--- config.mk ---
export PLATFORM = sky130hd
export DESIGN_NAME = thresholding_cfg_loader
export DESIGN_NICKNAME = d
export VERILOG_FILES = /design/src/rtl/thresholding_cfg_loader.sv
export SDC_FILE = /design/constraint.sdc
export NUM_CORES = 1
export LEC_CHECK = 0
export CORE_UTILIZATION = 41
export DETAILED_ROUTE_END_ITERATION = 6
export PLACE_DENSITY = 0.93
export RECOVER_POWER = 25
export SYNTH_ARGS = -nofsm -noshare
export SYNTH_HDL_FRONTEND = slang
export SYNTH_SLANG_ARGS = --single-unit
--- constraint.sdc ---
create_clock -name clk -period 1.9 [get_ports clk]
set_input_delay 0.38 -clock clk [delete_from_list [all_inputs] [get_ports clk]]
set_output_delay 0.38 -clock clk [all_outputs]
set_load 0.005 [all_outputs]
--- src/rtl/thresholding_cfg_loader.sv ---
// Configuration initiator for the thresholding block: maps a channel-major threshold stream onto cfg_* writes.
// Optional readback/compare path is built when THRESH_LOADER_VERIFY_EN is defined.
module thresholding_cfg_loader #(
    parameter int unsigned N         = 2,
    parameter int unsigned K         = 8,
    parameter int unsigned C         = 4,
    parameter int unsigned PE        = 2,
    parameter int unsigned VFY_DEPTH = 8,
    localparam int unsigned CF       = C / PE,
    localparam int unsigned CFW      = $clog2(CF),
    localparam int unsigned PEW      = $clog2(PE),
    localparam int unsigned AW       = CFW + PEW + N
) (
    input  logic          clk,
    input  logic          rst,
    input  logic          start,
    input  logic          s_tvalid,
    output logic          s_tready,
    input  logic [K-1:0]  s_tdata,
    output logic          cfg_en,
    output logic          cfg_we,
    output logic [AW-1:0] cfg_a,
    output logic [K-1:0]  cfg_d,
    input  logic          cfg_rack,
    input  logic [K-1:0]  cfg_q,
    output logic          busy,
    output logic          done,
    output logic          err,
    output logic [15:0]   err_cnt
);

    localparam int unsigned    CFS      = (CFW > 0) ? CFW : 1;
    localparam int unsigned    PES      = (PEW > 0) ? PEW : 1;
    localparam logic [N-1:0]   IDX_LAST = N'((2 ** N) - 2);
    localparam logic [PES-1:0] PE_LAST  = PES'(PE - 1);
    localparam logic [CFS-1:0] CF_LAST  = CFS'(CF - 1);

    generate
        if ((C % PE) != 0 || VFY_DEPTH == 0) begin : g_bad_cfg
            $error("thresholding_cfg_loader: C must be a multiple of PE and VFY_DEPTH must be nonzero");
        end
    endgenerate

    typedef enum logic [1:0] {IDLE, LOAD, DRAIN, DONE} state_t;

    state_t         state_q, state_d;
    logic [N-1:0]   idx_q, idx_d;
    logic [PES-1:0] pe_q, pe_d;
    logic [CFS-1:0] cf_q, cf_d;
    logic           last_q, last_d;
    logic           s_tready_q, s_tready_d;
    logic           cfg_en_q, cfg_en_d;
    logic           cfg_we_q, cfg_we_d;
    logic [AW-1:0]  cfg_a_q, cfg_a_d;
    logic [K-1:0]   cfg_d_q, cfg_d_d;
    logic           busy_q, busy_d;
    logic           done_q, done_d;
    logic           err_q, err_d;
    logic [15:0]    err_cnt_q, err_cnt_d;
    logic           accept;
    logic [AW-1:0]  addr;

`ifdef THRESH_LOADER_VERIFY_EN
    localparam int unsigned PTRW = (VFY_DEPTH > 1) ? $clog2(VFY_DEPTH) : 1;
    localparam int unsigned CNTW = $clog2(VFY_DEPTH + 1);
    logic [K-1:0]    fifo_mem [VFY_DEPTH];
    logic [PTRW-1:0] wr_ptr_q, wr_ptr_d, rd_ptr_q, rd_ptr_d;
    logic [CNTW-1:0] cnt_q, cnt_d;
    logic            push, pop, mismatch;
`else
    logic unused_rb;
    assign unused_rb = ^{cfg_rack, cfg_q};
`endif

    assign accept = s_tvalid && s_tready_q;
    // Fields concatenate as {cf, pe, idx}; zero-width fields shift out of AW.
    assign addr = AW'(idx_q) | (AW'(pe_q) << N) | (AW'(cf_q) << (PEW + N));

    always_comb begin
        state_d   = state_q;
        idx_d     = idx_q;
        pe_d      = pe_q;
        cf_d      = cf_q;
        last_d    = last_q;
        cfg_en_d  = 1'b0;
        cfg_we_d  = 1'b0;
        cfg_a_d   = cfg_a_q;
        cfg_d_d   = cfg_d_q;
        err_d     = err_q;
        err_cnt_d = err_cnt_q;
`ifdef THRESH_LOADER_VERIFY_EN
        push     = 1'b0;
        pop      = 1'b0;
        mismatch = 1'b0;
        wr_ptr_d = wr_ptr_q;
        rd_ptr_d = rd_ptr_q;
        // Responses are matched in issue order; one arriving with nothing outstanding is itself an error.
        if (state_q != IDLE && cfg_rack) begin
            if (cnt_q == '0) begin
                mismatch = 1'b1;
            end else begin
                pop      = 1'b1;
                mismatch = (cfg_q != fifo_mem[rd_ptr_q]);
            end
        end
        if (mismatch) begin
            err_d = 1'b1;
            if (err_cnt_q != '1) err_cnt_d = err_cnt_q + 16'd1;
        end
`endif
        case (state_q)
            IDLE: begin
                if (start) begin
                    state_d   = LOAD;
                    idx_d     = '0;
                    pe_d      = '0;
                    cf_d      = '0;
                    last_d    = 1'b0;
                    err_d     = 1'b0;
                    err_cnt_d = '0;
                end
            end
            LOAD: begin
                if (accept) begin
                    cfg_en_d = 1'b1;
                    cfg_we_d = 1'b1;
                    cfg_a_d  = addr;
                    cfg_d_d  = s_tdata;
                    if (idx_q == IDX_LAST) begin
                        idx_d = '0;
                        if (pe_q == PE_LAST) begin
                            pe_d = '0;
                            if (cf_q == CF_LAST) begin
                                cf_d   = '0;
                                last_d = 1'b1;
                            end else begin
                                cf_d = cf_q + CFS'(1);
                            end
                        end else begin
                            pe_d = pe_q + PES'(1);
                        end
                    end else begin
                        idx_d = idx_q + N'(1);
                    end
                end
`ifdef THRESH_LOADER_VERIFY_EN
                if (cfg_en_q && cfg_we_q) begin
                    cfg_en_d = 1'b1;
                    cfg_we_d = 1'b0;
                    push     = 1'b1;
                end
                if (cfg_en_q && !cfg_we_q && last_q) state_d = DRAIN;
`else
                if (cfg_en_q && last_q) state_d = DONE;
`endif
            end
`ifdef THRESH_LOADER_VERIFY_EN
            DRAIN: if (cnt_q == CNTW'(pop)) state_d = DONE;
`else
            DRAIN: state_d = IDLE;
`endif
            DONE:    state_d = IDLE;
            default: state_d = IDLE;
        endcase
`ifdef THRESH_LOADER_VERIFY_EN
        if (push) wr_ptr_d = (wr_ptr_q == PTRW'(VFY_DEPTH - 1)) ? '0 : wr_ptr_q + PTRW'(1);
        if (pop)  rd_ptr_d = (rd_ptr_q == PTRW'(VFY_DEPTH - 1)) ? '0 : rd_ptr_q + PTRW'(1);
        cnt_d = cnt_q + CNTW'(push) - CNTW'(pop);
        // No accept directly after an accept: that slot is taken by the readback.
        s_tready_d = (state_d == LOAD) && !last_d && !accept && (cnt_d < CNTW'(VFY_DEPTH));
`else
        s_tready_d = (state_d == LOAD) && !last_d;
`endif
        busy_d = (state_d != IDLE);
        done_d = (state_d == DONE);
    end

    always_ff @(posedge clk) begin
        if (rst) begin
            state_q    <= IDLE;
            idx_q      <= '0;
            pe_q       <= '0;
            cf_q       <= '0;
            last_q     <= 1'b0;
            s_tready_q <= 1'b0;
            cfg_en_q   <= 1'b0;
            cfg_we_q   <= 1'b0;
            cfg_a_q    <= '0;
            cfg_d_q    <= '0;
            busy_q     <= 1'b0;
            done_q     <= 1'b0;
            err_q      <= 1'b0;
            err_cnt_q  <= '0;
`ifdef THRESH_LOADER_VERIFY_EN
            wr_ptr_q   <= '0;
            rd_ptr_q   <= '0;
            cnt_q      <= '0;
`endif
        end else begin
            state_q    <= state_d;
            idx_q      <= idx_d;
            pe_q       <= pe_d;
            cf_q       <= cf_d;
            last_q     <= last_d;
            s_tready_q <= s_tready_d;
            cfg_en_q   <= cfg_en_d;
            cfg_we_q   <= cfg_we_d;
            cfg_a_q    <= cfg_a_d;
            cfg_d_q    <= cfg_d_d;
            busy_q     <= busy_d;
            done_q     <= done_d;
            err_q      <= err_d;
            err_cnt_q  <= err_cnt_d;
`ifdef THRESH_LOADER_VERIFY_EN
            wr_ptr_q   <= wr_ptr_d;
            rd_ptr_q   <= rd_ptr_d;
            cnt_q      <= cnt_d;
`endif
        end
    end

`ifdef THRESH_LOADER_VERIFY_EN
    always_ff @(posedge clk) begin
        if (push) fifo_mem[wr_ptr_q] <= cfg_d_q;
    end
`endif

    assign s_tready = s_tready_q;
    assign cfg_en   = cfg_en_q;
    assign cfg_we   = cfg_we_q;
    assign cfg_a    = cfg_a_q;
    assign cfg_d    = cfg_d_q;
    assign busy     = busy_q;
    assign done     = done_q;
    assign err      = err_q;
    assign err_cnt  = err_cnt_q;

endmodule

==> qor.csv <==
stage;metric;value;unit
power_and_ir_drop;PwrDens;616;nW/um^2
final_timing;RSZ-0062 raised after global routing;false;
clock_tree;clock slew at reported path FFs;0.13;ns
clock_tree;CTS tree;built;
setup_path;CP arrival;1.24;ns
synthesis;Distinct lib cells used;26;
synthesis;Yosys reg bits;23;
worst_hold_path;WHS Path Cells;2;
global_route;vias in the first global route;817;
cells_and_area;Final nets;173;
status;status;completed;
die;I/O Pins;55;
die;FP Rows;17;
place;Placer Congestion;0.769;
job;Max-Cap Viols;0;
synthesis;synthesized cell area;1010;sq um
power_and_ir_drop;peak supply drop;0.368;mV
cells_and_area;Sequential Area;460;sq um
clock_tree;CTS buffer count;3;
setup_path;number of buffers and inverters on the critical path;1;
clock_tree;hold_buf cts;0;
synthesis;post-synthesis cell count from yosys;120;
final_timing;achievable clock frequency;0.616;GHz
routing;vias per cell;4.71;
synthesis;Syn. warnings;0;
setup_path;CP cell instances;clkdlybuf4s50_1;
setup_path;Crit Path Class;reg2out;
place;port buffer count;28;
setup_path;CP Max Fanout;5;
clock_tree;Late-Pin Clk Latency;0.30;ns
clock_tree;Max Root-Sink Buffers;2;
routing;Detailed Routing Iterations Pass 1;4;
global_route;initial antenna violation count;0;
global_route;first-pass GRT wire length;3.22;mm
cells_and_area;Commonest Layout Cell;nand2_1;
cells_and_area;Fillers;229;
cells_and_area;proportion of layout cells with a drive suffix above 1;0.0596;
cells_and_area;Top cells excl fill/tap;nand2_1 (26), clkdlybuf4s50_1 (25), dfxtp_1 (23);
worst_hold_path;Hold Path Class;reg2reg;
setup_path;Worst Setup End Kind;primary output;
setup_path;R2R cell count;4;
cells_and_area;area grow syn2layout;28.2;%
final timing paths:
| kind | endpoint | slack, ns |
|---|---|---|
| hold / removal | cfg_a[2]$_SDFFE_PP0P_ | 0.46 |
| setup / recovery | s_tready | 0.28 |
| hold reg to reg | cfg_a[2]$_SDFFE_PP0P_ | 0.46 |
| setup reg to reg | cfg_d[1]$_SDFFE_PP0P_ | 0.58 |
layout make-up:
type	count	share of cell area
Multi-Input combinational cell	90	0.349
Sequential cell	23	0.355
Timing Repair Buffer	34	0.248
Clock buffer	4	0.0203
Tap cell	28	0.0270
logic make-up after synthesis:
logic type             Yosys count  synth area share
AND/OR/NAND/NOR                 47             0.235
flip-flops                      23             0.455
AND-OR/OR-AND                   26             0.150
buffers and inverters           23             0.156
other                            1           0.00371
layer usage:
layer  up-vias  track usage  share of wire
met1       378        0.167           0.42
met5         -            0              0
met3         2       0.0292          0.050
met4         0       0.0856         0.0096
li1        430            -              -
met2        33        0.299           0.52
report_power, final:
group	switching (W)	internal, W	total (W)
Sequential	0.00000919	0.000491	0.000501
Combinational	0.0000376	0.0000440	0.0000816
Clock	0.000135	0.0000816	0.000217
state kept, by name, summed over array words and instances (netlist names):
name      flops
cfg_d         8
cfg_a         4
idx_q         2
state_q       2
busy          1
cf_q          1
cfg_we        1
done          1
last_q        1
pe_q          1
s_tready      1
synth_stat cells:
cell and instances:
a211oi_1 1, a21oi_1 17, a2bb2oi_1 1, a31oi_1 1, and4b_1 2, buf_2 3
buf_4 18, clkbuf_1 2, conb_1 1, dfxtp_1 23, nand2_1 26, nand2b_1 7
nand3_1 1, nand4_1 1, nand4b_2 1, nor2_1 3, nor2b_1 1, nor3_1 2
nor4_1 1, o21a_1 1, o21ai_0 2, o21bai_1 1, o221ai_1 1, o32a_1 1
or2b_1 1, or3b_1 1
metrics by stage:
| step | cell area [sq um] | hold slack, ns | instances | setup slack (ns) | utilization |
|---|---|---|---|---|---|
| floorplan | 1070 | 0.447 | 136 | 0.744 | - |
| global placement | 1270 | 0.441 | 175 | 0.176 | 0.560 |
| detailed placement | 1270 | 0.448 | 175 | 0.139 | 0.560 |
| CTS | 1300 | 0.465 | 179 | 0.274 | 0.571 |
| global route | 1300 | 0.487 | 179 | 0.234 | 0.570 |
| finish | 1300 | 0.461 | 179 | 0.278 | 0.570 |
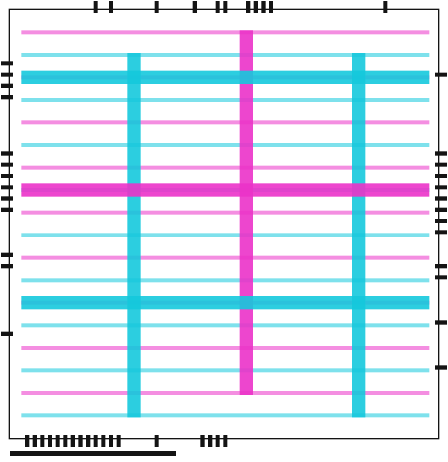
*Power grid*
Scale bar: 20 microns. Pins as bars on the die edge.
legend:
  magenta:
    net: VDD
  cyan:
    net: VSS
signal pins: 55
met1 rails: 18
met5 straps: 3

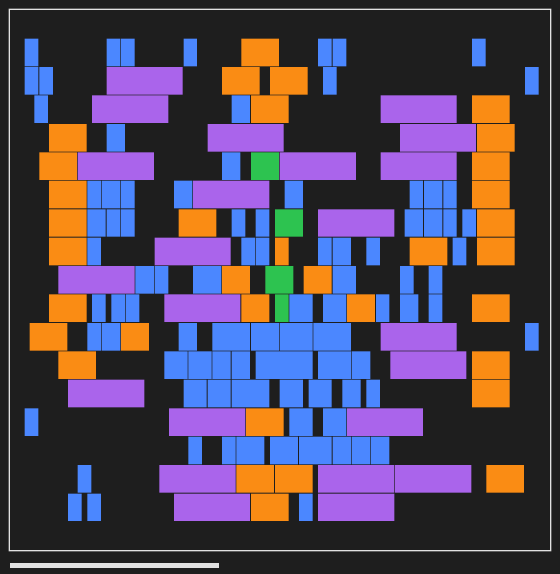
*Cell classes on the final placement*
Scale bar: 20 microns.
legend:
  blue:
    class: remaining logic cells
    cells: 90
    share_of_their_area: 36%
  green:
    class: clock drivers and dummy loads
    cells: 4
    share_of_their_area: 2.1%
  orange:
    class: remaining buffers and delay cells
    cells: 34
    share_of_their_area: 25%
  purple:
    class: registers
    cells: 23
    share_of_their_area: 37%

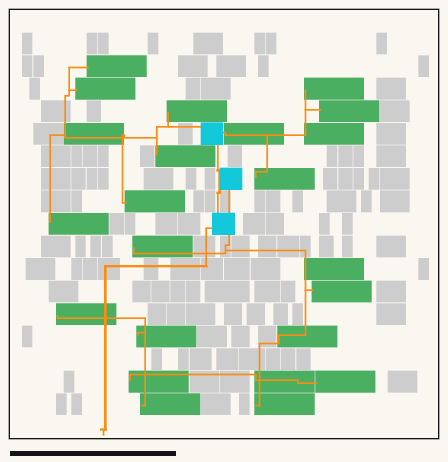
*Clock wires, drivers and flops*
Scale bar: 20 microns.
legend:
  green:
    item: flip-flops
    count: 23
  orange:
    item: clock wires
    length: 237 microns
  cyan:
    item: clock-net drivers
    count: 3
routed clock nets: 4

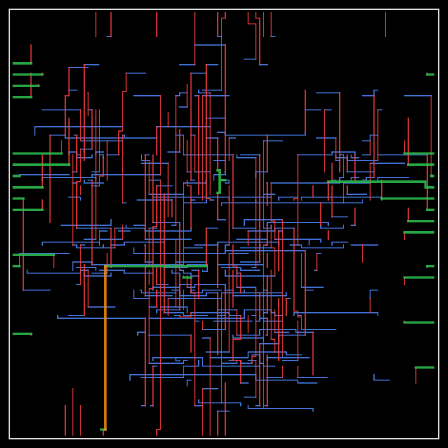
*Routed metal, one color a layer*
legend:
  orange:
    layer: M4
    wire_length: 19.7 microns
  blue:
    layer: M1
    wire_length: 836 microns
  green:
    layer: M3
    wire_length: 99.8 microns
  red:
    layer: M2
    wire_length: 1030 microns

